$ cat src/rtl/backprop_pkg.sv
// Shared definitions for the backprop delta stage: activation codes,
// control-word field positions and the sequencer state encoding.
package backprop_pkg;

    // Activation selector values carried in the low control bits.
    localparam logic [3:0] ACT_LINEAR  = 4'd0;
    localparam logic [3:0] ACT_RELU    = 4'd1;
    localparam logic [3:0] ACT_LEAKY   = 4'd2;
    localparam logic [3:0] ACT_SIGMOID = 4'd3;

    // Control word layout: [3:0] act_type, [4] src_sel, remaining bits opaque.
    localparam int ACT_LSB     = 0;
    localparam int ACT_W       = 4;
    localparam int SRC_SEL_BIT = 4;

    // Sequencer states.
    typedef enum logic [1:0] {
        IDLE = 2'd0,
        CALC = 2'd1,
        DONE = 2'd2
    } state_e;

endpackage

$ cat src/rtl/fxp_mul_sat.sv
// Signed fixed-point multiply with rounding toward minus infinity and
// saturation back to data_size bits. Operands are one bit wider than a
// lane so that (ONE - p) is represented exactly for every lane value p.
module fxp_mul_sat #(
    parameter int data_size = 16,
    parameter int frac_bits = 8
) (
    input  logic signed [data_size:0]   a_i,
    input  logic signed [data_size:0]   b_i,
    output logic signed [data_size-1:0] p_o
);

    localparam int PW = 2 * (data_size + 1);

    localparam logic signed [PW-1:0] MAX_V = {{(PW-data_size+1){1'b0}}, {(data_size-1){1'b1}}};
    localparam logic signed [PW-1:0] MIN_V = {{(PW-data_size+1){1'b1}}, {(data_size-1){1'b0}}};

    logic signed [PW-1:0] prod;
    logic signed [PW-1:0] shifted;

    // Full-width product, rescale by the fractional bits, clamp to lane range.
    always_comb begin
        prod    = a_i * b_i;
        shifted = prod >>> frac_bits;
        if (shifted > MAX_V) begin
            p_o = MAX_V[data_size-1:0];
        end else if (shifted < MIN_V) begin
            p_o = MIN_V[data_size-1:0];
        end else begin
            p_o = shifted[data_size-1:0];
        end
    end

endmodule

$ cat src/rtl/backprop_delta_unit.sv
// Backprop delta stage: captures one bus of errors, pre-activations and
// activations, then walks the lanes in order computing
// delta[i] = err[i] * act'(z[i]) through a single shared multiplier.
// One extra commit cycle moves the finished lanes into the output
// registers, giving size+1 (or 2*size+1 for sigmoid) cycles of latency.
module backprop_delta_unit
    import backprop_pkg::*;
#(
    parameter int size                   = 3,
    parameter int data_size              = 16,
    parameter int frac_bits              = 8,
    parameter int backprop_controll_size = 100
) (
    input  logic                              clk,
    input  logic                              rst_n,
    input  logic                              in_valid,
    output logic                              in_ready,
    input  logic [size*data_size-1:0]         diff_to_all,
    input  logic [size*data_size-1:0]         diff_cost,
    input  logic [size*data_size-1:0]         z,
    input  logic [size*data_size-1:0]         predict_value,
    input  logic [backprop_controll_size-1:0] backprop_controll,
    output logic                              out_valid,
    input  logic                              out_ready,
    output logic [size*data_size-1:0]         delta_out,
    output logic [size*data_size-1:0]         z_out,
    output logic [backprop_controll_size-1:0] backprop_controll_out,
    output logic                              bad_type
);

    localparam int CNT_W = (size > 1) ? $clog2(size) : 1;
    localparam int MW    = data_size + 1;

    localparam logic [CNT_W-1:0]     LAST_LANE = CNT_W'(size - 1);
    localparam logic signed [MW-1:0] ONE_X     = MW'(1) << frac_bits;

    // Sequencer and captured transaction.
    state_e                                 state_q;
    logic [CNT_W-1:0]                       lane_cnt_q;
    logic                                   phase_q;
    logic                                   last_q;
    logic [size-1:0][data_size-1:0]         err_q;
    logic [size-1:0][data_size-1:0]         z_q;
    logic [size-1:0][data_size-1:0]         p_q;
    logic [backprop_controll_size-1:0]      ctrl_q;
    logic signed [data_size-1:0]            d_q;
    logic [size-1:0][data_size-1:0]         work_q;

    // Registered outputs.
    logic                                   in_ready_q;
    logic                                   out_valid_q;
    logic                                   bad_type_q;
    logic [size-1:0][data_size-1:0]         delta_out_q;
    logic [size-1:0][data_size-1:0]         z_out_q;
    logic [backprop_controll_size-1:0]      ctrl_out_q;

    // Per-lane datapath.
    logic [3:0]                             act;
    logic                                   is_sig;
    logic                                   is_bad;
    logic                                   z_pos;
    logic signed [data_size-1:0]            err_l;
    logic signed [data_size-1:0]            z_l;
    logic signed [data_size-1:0]            p_l;
    logic signed [MW-1:0]                   mul_a;
    logic signed [MW-1:0]                   mul_b;
    logic signed [data_size-1:0]            mul_res;
    logic signed [data_size-1:0]            lane_res;

    // Decode the captured control word and pick multiplier operands for the current lane/phase.
    always_comb begin
        // NOTE: every variable gets a default before any branch so no path can infer a latch.
        act    = ctrl_q[ACT_LSB +: ACT_W];
        is_sig = (act == ACT_SIGMOID);
        is_bad = (act > ACT_SIGMOID);
        err_l  = err_q[lane_cnt_q];
        z_l    = z_q[lane_cnt_q];
        p_l    = p_q[lane_cnt_q];
        z_pos  = !z_l[data_size-1] && (z_l != '0);
        mul_a  = {p_l[data_size-1], p_l};
        mul_b  = ONE_X - {p_l[data_size-1], p_l};
        if (phase_q) begin
            mul_a = {err_l[data_size-1], err_l};
            mul_b = {d_q[data_size-1], d_q};
        end
    end

    // Shared multiplier: phase A forms p*(ONE-p), phase B forms err*d.
    fxp_mul_sat #(
        .data_size (data_size),
        .frac_bits (frac_bits)
    ) u_mul (
        .a_i (mul_a),
        .b_i (mul_b),
        .p_o (mul_res)
    );

    // Select the finished delta for the current lane according to the activation.
    always_comb begin
        lane_res = '0;
        case (act)
            ACT_LINEAR:  lane_res = err_l;
            ACT_RELU:    lane_res = z_pos ? err_l : '0;
            ACT_LEAKY:   lane_res = z_pos ? err_l : (err_l >>> 3);
            ACT_SIGMOID: lane_res = mul_res;
            default:     lane_res = '0;
        endcase
    end

    // Sequencer: capture in IDLE, step lanes in CALC, commit and hold in DONE.
    always_ff @(posedge clk or negedge rst_n) begin
        // NOTE: capture and working registers are reset along with the outputs so an
        // aborted transaction leaves nothing behind that could leak into a later result.
        if (!rst_n) begin
            state_q     <= IDLE;
            lane_cnt_q  <= '0;
            phase_q     <= 1'b0;
            last_q      <= 1'b0;
            err_q       <= '0;
            z_q         <= '0;
            p_q         <= '0;
            ctrl_q      <= '0;
            d_q         <= '0;
            work_q      <= '0;
            in_ready_q  <= 1'b1;
            out_valid_q <= 1'b0;
            bad_type_q  <= 1'b0;
            delta_out_q <= '0;
            z_out_q     <= '0;
            ctrl_out_q  <= '0;
        end else begin
            // NOTE: non-blocking assignments keep every register update based on pre-edge values.
            case (state_q)
                IDLE: begin
                    if (in_valid && in_ready_q) begin
                        err_q      <= backprop_controll[SRC_SEL_BIT] ? diff_cost : diff_to_all;
                        z_q        <= z;
                        p_q        <= predict_value;
                        ctrl_q     <= backprop_controll;
                        lane_cnt_q <= '0;
                        phase_q    <= 1'b0;
                        last_q     <= 1'b0;
                        in_ready_q <= 1'b0;
                        state_q    <= CALC;
                    end
                end
                CALC: begin
                    if (last_q) begin
                        delta_out_q <= work_q;
                        z_out_q     <= z_q;
                        ctrl_out_q  <= ctrl_q;
                        bad_type_q  <= is_bad;
                        out_valid_q <= 1'b1;
                        state_q     <= DONE;
                    end else if (is_sig && !phase_q) begin
                        d_q     <= mul_res;
                        phase_q <= 1'b1;
                    end else begin
                        work_q[lane_cnt_q] <= lane_res;
                        phase_q            <= 1'b0;
                        if (lane_cnt_q == LAST_LANE) begin
                            last_q <= 1'b1;
                        end else begin
                            lane_cnt_q <= lane_cnt_q + 1'b1;
                        end
                    end
                end
                DONE: begin
                    if (out_ready) begin
                        out_valid_q <= 1'b0;
                        in_ready_q  <= 1'b1;
                        state_q     <= IDLE;
                    end
                end
                default: begin
                    state_q <= IDLE;
                end
            endcase
        end
    end

    assign in_ready              = in_ready_q;
    assign out_valid             = out_valid_q;
    assign bad_type              = bad_type_q;
    assign delta_out             = delta_out_q;
    assign z_out                 = z_out_q;
    assign backprop_controll_out = ctrl_out_q;

endmodule

$ cat config.mk
export PLATFORM = sky130hd
export DESIGN_NAME = backprop_delta_unit
export DESIGN_NICKNAME = d
export VERILOG_FILES = /design/src/rtl/backprop_pkg.sv /design/src/rtl/fxp_mul_sat.sv /design/src/rtl/backprop_delta_unit.sv
export SDC_FILE = /design/constraint.sdc
export NUM_CORES = 2
export LEC_CHECK = 0
export ABC_AREA = 1
export ABC_CLOCK_PERIOD_IN_PS = 11140
export CORE_MARGIN = 8
export CORE_UTILIZATION = 29
export DETAILED_ROUTE_END_ITERATION = 8
export PLACE_DENSITY = 0.6
export SYNTH_ARGS = -nofsm -noshare
export SYNTH_HDL_FRONTEND = slang
export SYNTH_SLANG_ARGS = --single-unit
$ cat constraint.sdc
create_clock -name clk -period 11.14 [get_ports clk]
set_input_delay 2.228 -clock clk [delete_from_list [all_inputs] [get_ports clk]]
set_output_delay 2.228 -clock clk [all_outputs]
set_load 0.01 [all_outputs]
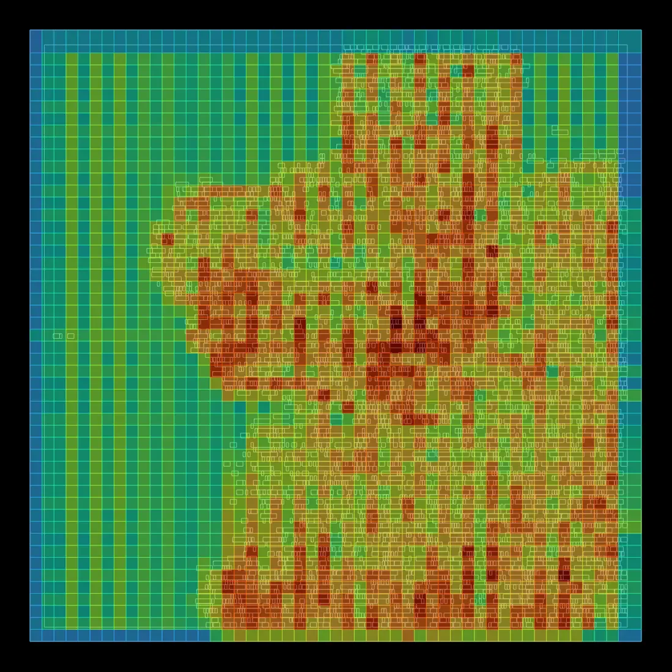
congestion_map.png
GR peak layer: met2
Post-Route Utilization: 36.5%
met2 Use GR: 32.6%
M1 GR Usage: 22.8%
GRT Overall Usage: 18.7%

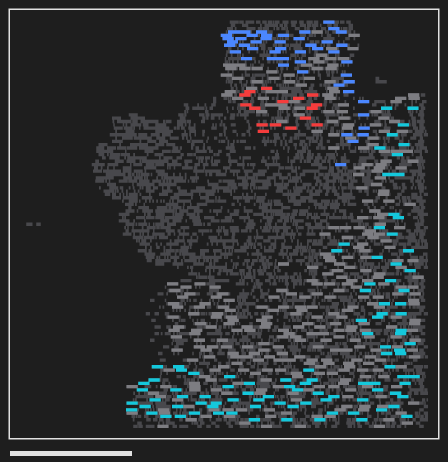
ff_map.png
Bar = 100 µm. Other sequential cells in the stronger gray, the rest of the logic in the fainter gray.
Key: blue = `delta_out` [placed flops 48]; cyan = `ctrl_q` [placed flops 100]; red = `d_q` [placed flops 16]

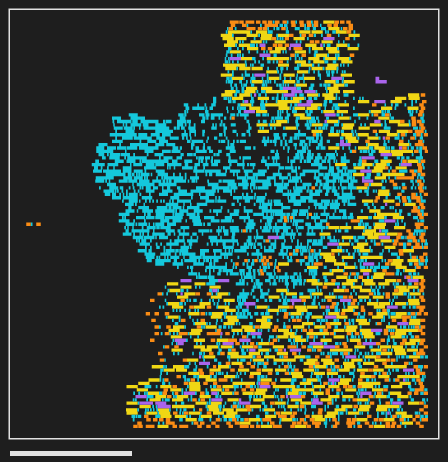
class_map.png
Bar = 100 µm.
Key: purple = clock drivers and dummy loads [cells 98]; orange = remaining buffers and delay cells [cells 532]; cyan = remaining logic cells [cells 3297]; yellow = registers [cells 513]

==> summary.txt <==
Worst Setup Path Type - flip-flop to flip-flop
max_slew headroom - 28.8%
Max-Cap Viols - 0
vias per cell - 4.60
Synth Flop Type - dfrtp_1
WP data arrival - 10.83 ns
Yosys top cell by instances - nand2_1
maximum clock rate - 97.2 MHz
Port Buffers - 494
DR pass1 iterations - 5
period utilisation layout - 92.4%
status - completed
worst slew pin tran - 1.07 ns
Seq/Total Area, Yosys - 39.4%
post-CTS resize count - 0
initial antenna violation count - 29
Root Buffer - clkbuf_16
largest net degree at the start of global routing - 194
I/O pin cnt - 495
Finished Cell Area - 40900 µm²
Hold Crit Start - backprop_controll_out[95]$_DFFE_PN0P_
CTS Buffer Depth - 3
Placed Area - 39100 µm²
Antenna Violating Nets Remaining - 0
postcts setup bufs - 0
yosys stat cell total - 3980
Nets - 5064
==> worst max path at each step <==
stage / slack, ns / cells after the start / startpoint / end
after floorplan: 3.23 / 52 / lane_cnt_q[1]$_DFFE_PN0P_ / work_q[20]$_DFFE_PN0P_
after global placement: 1.07 / 47 / lane_cnt_q[0]$_DFFE_PN0P_ / work_q[4]$_DFFE_PN0P_
after detailed placement: 0.92 / 46 / lane_cnt_q[0]$_DFFE_PN0P_ / work_q[4]$_DFFE_PN0P_
after CTS: 0.90 / 46 / lane_cnt_q[0]$_DFFE_PN0P_ / work_q[4]$_DFFE_PN0P_
after global routing: 0.07 / 46 / lane_cnt_q[0]$_DFFE_PN0P_ / work_q[20]$_DFFE_PN0P_
final: 0.85 / 46 / lane_cnt_q[0]$_DFFE_PN0P_ / work_q[20]$_DFFE_PN0P_
==> per-stage QoR <==
stage	std cells	utilization, %	hold WS, ns
global route	5956	36.5	0.484
floorplan	3980	-	0.441
global placement	5842	34.9	0.453
finish	5959	36.5	0.469
detailed placement	5842	34.9	0.457
CTS	5940	36.5	0.472
==> cell usage in the layout (no fill, tap or decap), drive strengths merged, types with 32 or more instances in the layout <==
cell type      count
a21oi             69
ha                85
buf               40
nand2           1743
fa               285
nor2             202
nand3             46
o21ai            155
clkbuf            72
clkdlybuf4s50    492
inv              512
o211ai            32
dfrtp            512
==> area by class of cell <==
type / count / area share [%]
sequential: 513 / 31.4
antenna: 19 / 0.116
inverter: 515 / 4.77
clock inverter: 26 / 0.740
clock buffer: 72 / 3.66
multi-input combinational: 2782 / 41.9
tap: 1500 / 4.59
timing repair buffer: 532 / 12.9
==> cells by family (layout without fill, tap and decap cells) <==
family | Yosys count | count (layout) | synth area share [%]
AOI/OAI and AO/OA | 328 | 328 | 5.91
xor gates and xnor gates | 29 | 29 | 0.779
adders and majority gates | 370 | 370 | 20.8
buffers and inverters | 685 | 1145 | 8.16
DFF | 513 | 513 | 39.4
other | 0 | 19 | 0
and+or+nand+nor | 2055 | 2055 | 25.0
==> worst max-delay path: cells and delay by family, from the launching register on <==
| kind | cells | cell delay [ns] |
|---|---|---|
| DFF | 1 | 0.88 |
| xor gates and xnor gates | 1 | 0.59 |
| and+or+nand+nor | 17 | 1.68 |
| adders and majority gates | 8 | 3.50 |
| AOI/OAI and AO/OA | 9 | 1.89 |
| buffers and inverters | 11 | 1.65 |
==> registers in the layout, summed over array words and instances (netlist names), 2 cells and up <==
name and count:
p_q 48, delta_out 48, lane_cnt_q 2, d_q 16, ctrl_q 100, state_q 2
work_q 48, err_q 48, z_q 48, z_out 48, backprop_controll_out 100
==> per-layer routing <==
| metal | routed length (µm) | GRT usage [%] | vias up |
|---|---|---|---|
| li1 | - | - | 12869 |
| met1 | 46500 | 22.8 | 13491 |
| met2 | 58500 | 32.6 | 844 |
| met3 | 7820 | 3.24 | 180 |
| met4 | 4290 | 7.52 | 14 |
| met5 | 98 | 0 | - |
